**Supply network**

(6 px per µm) Pins as bars on the die edge.
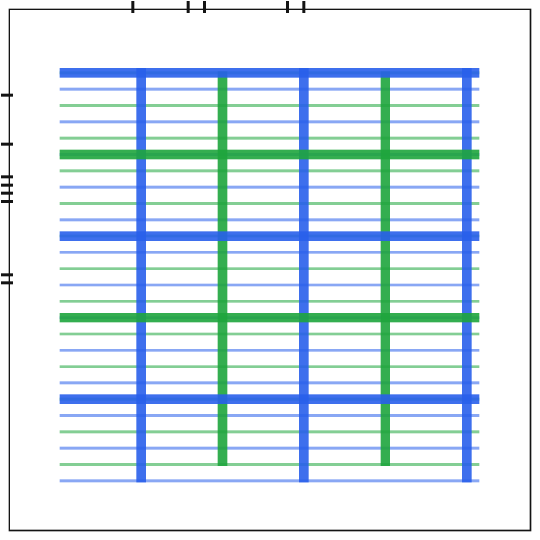
**A small window of the routed layout**

Region (18, 36) to (68, 86) µm. Cells in grey, sequential cells in the stronger grey; small squares are vias.
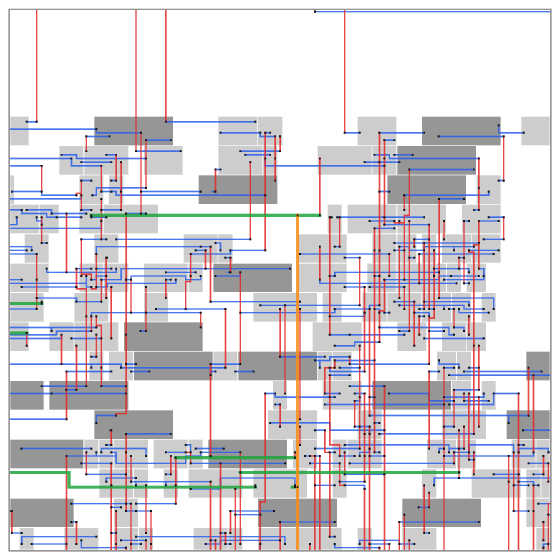
===== config.mk =====
export PLATFORM = sky130hd
export DESIGN_NAME = btn_step_pulse_flat
export DESIGN_NICKNAME = d
export VERILOG_FILES = /design/src/rtl/btn_step_pulse_if.sv /design/src/rtl/btn_step_pulse.sv /design/src/flat_wrapper.sv
export SDC_FILE = /design/constraint.sdc
export NUM_CORES = 1
export LEC_CHECK = 0
export CORE_MARGIN = 8
export CORE_UTILIZATION = 40
export DETAILED_ROUTE_END_ITERATION = 12
export PLACE_DENSITY = 0.56
export SYNTH_ARGS = -nofsm -noshare
export SYNTH_HDL_FRONTEND = slang
export SYNTH_SLANG_ARGS = --single-unit

===== constraint.sdc =====
create_clock -name Clock -period 7.06 [get_ports Clock]
set_clock_uncertainty 0.15 [all_clocks]
set_input_delay 1.412 -clock Clock [delete_from_list [all_inputs] [get_ports Clock]]
set_output_delay 1.412 -clock Clock [all_outputs]
set_load 0.02 [all_outputs]

===== src/rtl/btn_step_pulse_if.sv =====
// Button-side bundle for btn_step_pulse: debounced level in, step strobe,
// repeat indication and press counter out.
interface btn_step_pulse_if #(
    parameter int CNT_W = 8
);
    logic             BTN_In;
    logic             Step_Pulse;
    logic             Held;
    logic [CNT_W-1:0] Press_Count;

    modport master (
        output BTN_In,
        input  Step_Pulse,
        input  Held,
        input  Press_Count
    );

    modport slave (
        input  BTN_In,
        output Step_Pulse,
        output Held,
        output Press_Count
    );
endinterface


===== src/rtl/btn_step_pulse.sv =====
// Turns a debounced button level into single-cycle step pulses: one per
// press, followed by optional auto-repeat pulses while the button is held.
module btn_step_pulse #(
    parameter int HOLD_CYCLES   = 25_000_000,
    parameter int REPEAT_CYCLES = 5_000_000,
    parameter int REPEAT_EN     = 1,
    parameter int CNT_W         = 8
) (
    input  logic            Clock,
    input  logic            Reset,
    btn_step_pulse_if.slave bus
);
    localparam int MAX_CYCLES = (HOLD_CYCLES > REPEAT_CYCLES) ? HOLD_CYCLES : REPEAT_CYCLES;
    localparam int TW         = $clog2(MAX_CYCLES);

    localparam logic [TW-1:0] HOLD_LAST   = TW'(HOLD_CYCLES - 1);
    localparam logic [TW-1:0] REPEAT_LAST = TW'(REPEAT_CYCLES - 1);

    typedef enum logic [1:0] {
        LOCK,
        IDLE,
        WAIT_HOLD,
        REPEAT
    } state_t;

    state_t           state;
    state_t           state_n;
    logic [TW-1:0]    timer;
    logic [TW-1:0]    timer_n;
    logic             s1;
    logic             s2;
    logic             step_pulse;
    logic             held;
    logic             pulse_n;
    logic             held_n;
    logic [CNT_W-1:0] press_count;

    // Two-flop synchroniser; resets to "pressed" so a held button is ignored until released.
    always_ff @(posedge Clock) begin
        if (Reset) begin
            s1 <= 1'b1;
            s2 <= 1'b1;
        end else begin
            s1 <= bus.BTN_In;
            s2 <= s1;
        end
    end

    // State, timer and registered outputs; the counter tracks every issued pulse.
    always_ff @(posedge Clock) begin
        if (Reset) begin
            state       <= LOCK;
            timer       <= '0;
            step_pulse  <= 1'b0;
            held        <= 1'b0;
            press_count <= '0;
        end else begin
            state      <= state_n;
            timer      <= timer_n;
            step_pulse <= pulse_n;
            held       <= held_n;
            if (pulse_n) begin
                press_count <= press_count + 1'b1;
            end
        end
    end

    // Next state and timer; release is checked first so it beats any pulse on the same edge.
    always_comb begin
        state_n = state;
        timer_n = timer;
        case (state)
            LOCK: begin
                if (!s2) state_n = IDLE;
            end
            IDLE: begin
                if (s2) state_n = WAIT_HOLD;
            end
            WAIT_HOLD: begin
                if (!s2) begin
                    state_n = IDLE;
                end else if (REPEAT_EN != 0) begin
                    if (timer == HOLD_LAST) state_n = REPEAT;
                    else                    timer_n = timer + 1'b1;
                end
            end
            REPEAT: begin
                if (!s2)                        state_n = IDLE;
                else if (timer == REPEAT_LAST)  timer_n = '0;
                else                            timer_n = timer + 1'b1;
            end
            default: state_n = LOCK;
        endcase
        // Every state entry restarts the timer.
        if (state_n != state) timer_n = '0;
    end

    // Next values of the registered pulse and hold outputs.
    always_comb begin
        pulse_n = 1'b0;
        case (state)
            IDLE:      pulse_n = s2;
            WAIT_HOLD: pulse_n = s2 && (REPEAT_EN != 0) && (timer == HOLD_LAST);
            REPEAT:    pulse_n = s2 && (timer == REPEAT_LAST);
            default:   pulse_n = 1'b0;
        endcase
        held_n = (state_n == REPEAT);
    end

    assign bus.Step_Pulse  = step_pulse;
    assign bus.Held        = held;
    assign bus.Press_Count = press_count;
endmodule

===== src/flat_wrapper.sv =====
// flat-port wrapper written by rule: the top's interface ports become plain ports
module btn_step_pulse_flat 
#(
    parameter int HOLD_CYCLES   = 25_000_000,
    parameter int REPEAT_CYCLES = 5_000_000,
    parameter int REPEAT_EN     = 1,
    parameter int CNT_W         = 8
)
  (Clock, Reset, bus_BTN_In, bus_Step_Pulse, bus_Held, bus_Press_Count);
  btn_step_pulse_if #(.CNT_W(CNT_W)) bus_i ();
  input  logic Clock;
  input  logic Reset;
  input wire logic [$bits(bus_i.BTN_In)-1:0] bus_BTN_In;
  output wire logic [$bits(bus_i.Step_Pulse)-1:0] bus_Step_Pulse;
  output wire logic [$bits(bus_i.Held)-1:0] bus_Held;
  output wire logic [$bits(bus_i.Press_Count)-1:0] bus_Press_Count;
  assign bus_i.BTN_In = bus_BTN_In;
  assign bus_Step_Pulse = bus_i.Step_Pulse;
  assign bus_Held = bus_i.Held;
  assign bus_Press_Count = bus_i.Press_Count;
  btn_step_pulse #(.HOLD_CYCLES(HOLD_CYCLES), .REPEAT_CYCLES(REPEAT_CYCLES), .REPEAT_EN(REPEAT_EN), .CNT_W(CNT_W)) u_core (.Clock(Clock), .Reset(Reset), .bus(bus_i));
endmodule

==> flow.log <==
[report] implementation figures
[metrics] met3 Usage GRT: 3.78%
[metrics] routed wire length: 3910 µm
[metrics] Comb area share: 51.7%
[metrics] Layout fillers: 503
[metrics] Congestion Overflow GR: 0
[metrics] Setup TNS: 0 ns
[metrics] met3 routed WL: 181 µm
[metrics] average instance area after synthesis: 8.83 µm²
[metrics] combined area of all synthesized cells: 2000 µm²
[metrics] yosys xor share: 10.5%
[metrics] met1 routing resource usage after global routing: 14.2%
[metrics] layout cell share with drive strength beyond 1: 8.75%
[metrics] dominant kind of combinational cell: simple AND/OR/NAND/NOR gates
[metrics] TritonCTS Buffers: 5
[metrics] wire length per cell after detailed routing: 12.7 µm
[metrics] tally of max-capacitance violations: 0
[metrics] async set-or-reset flop fraction in the synthesized netlist: 0%
[metrics] sinks on the clock net: 39
[metrics] depth of the worst register-to-register path: 6
[metrics] first-pass GRT wire length: 6610 µm
[metrics] Floorplan Utilization: 42.0%
[metrics] max reg flops: 25
[metrics] number of standard cells in the layout, taps in and fillers out: 307
[metrics] slack of the critical path: 3.75 ns
[metrics] capture endpoint of the worst hold path: u_core.s2$_SDFF_PP1_
[metrics] register-to-register setup slack: 4.29 ns
[metrics] critical-path cell with the highest stage delay: sky130_fd_sc_hd__clkdlybuf4s50_1
[metrics] NonClk Buf Share: 5.32%
[metrics] total of warnings raised by yosys: 0
[metrics] Routability Congestion: 0.753
[metrics] non-clock buffer total of the final layout: 12
[metrics] hold-fix buffer count after cts: 0
[metrics] register containing the most flip-flops in the final layout: u_core.timer
[metrics] post-CTS setup repair buffer count: 0
[metrics] total power per unit cell area: 176 nW/µm²
[metrics] post-layout utilization of the core: 47.5%
[metrics] number of unique standard cell types used by synthesis: 45
[metrics] number of non-clock inverters in the layout: 6
[metrics] largest power group: sequential cells
[metrics] peak clock frequency supported by timing: 302 MHz
[metrics] number of setup violations in the final report: 0
[metrics] status: finished, final reports clean
[metrics] synthesized instance count: 226
[metrics] number of antenna violations at the first check in global routing: 0
[metrics] Hold Path Origin: u_core.s1$_SDFF_PP1_
[metrics] count of input and output buffers: 12
[metrics] end of the critical path: u_core.timer[8]$_SDFFE_PP0P_
[metrics] yosys cell count: 226
[metrics] DPL Wire Length: 2730 µm
[metrics] CP max FO: 23
[metrics] Clock Power: 0.146 mW
[metrics] power dissipated in sequential cells: 0.224 mW
[metrics] Min Hold Slack: 0.259 ns
[metrics] dominant cell type by area after synthesis: sky130_fd_sc_hd__dfxtp_1
[metrics] Simple-Gate Area Share: 31.7%
[metrics] critical path buffer and inverter count: 1
[metrics] pre-CTS WS: 3.40 ns
About 'supply network':
green -> VDD
blue -> VSS
met4 straps = 5
signal pins = 13
met5 straps = 5
rows = 25
width of the chip: 86.6 µm
core area: 4750 µm²
die outline height: 86.6 µm
maximum resistive drop on vdd: 0.0000937 V

About 'a small window of the routed layout':
red -> met2
green -> met3
orange -> met4
blue -> met1
most frequent = dfxtp_1 (18), nor2_1 (17)
cells with their middle in the window = 121
sequential cells in the window = 18
netlist names of flops here include = u_core.timer (8), u_core.bus.Press_Count (5), u_core.state (2)

Power and IR drop assume default switching activity.
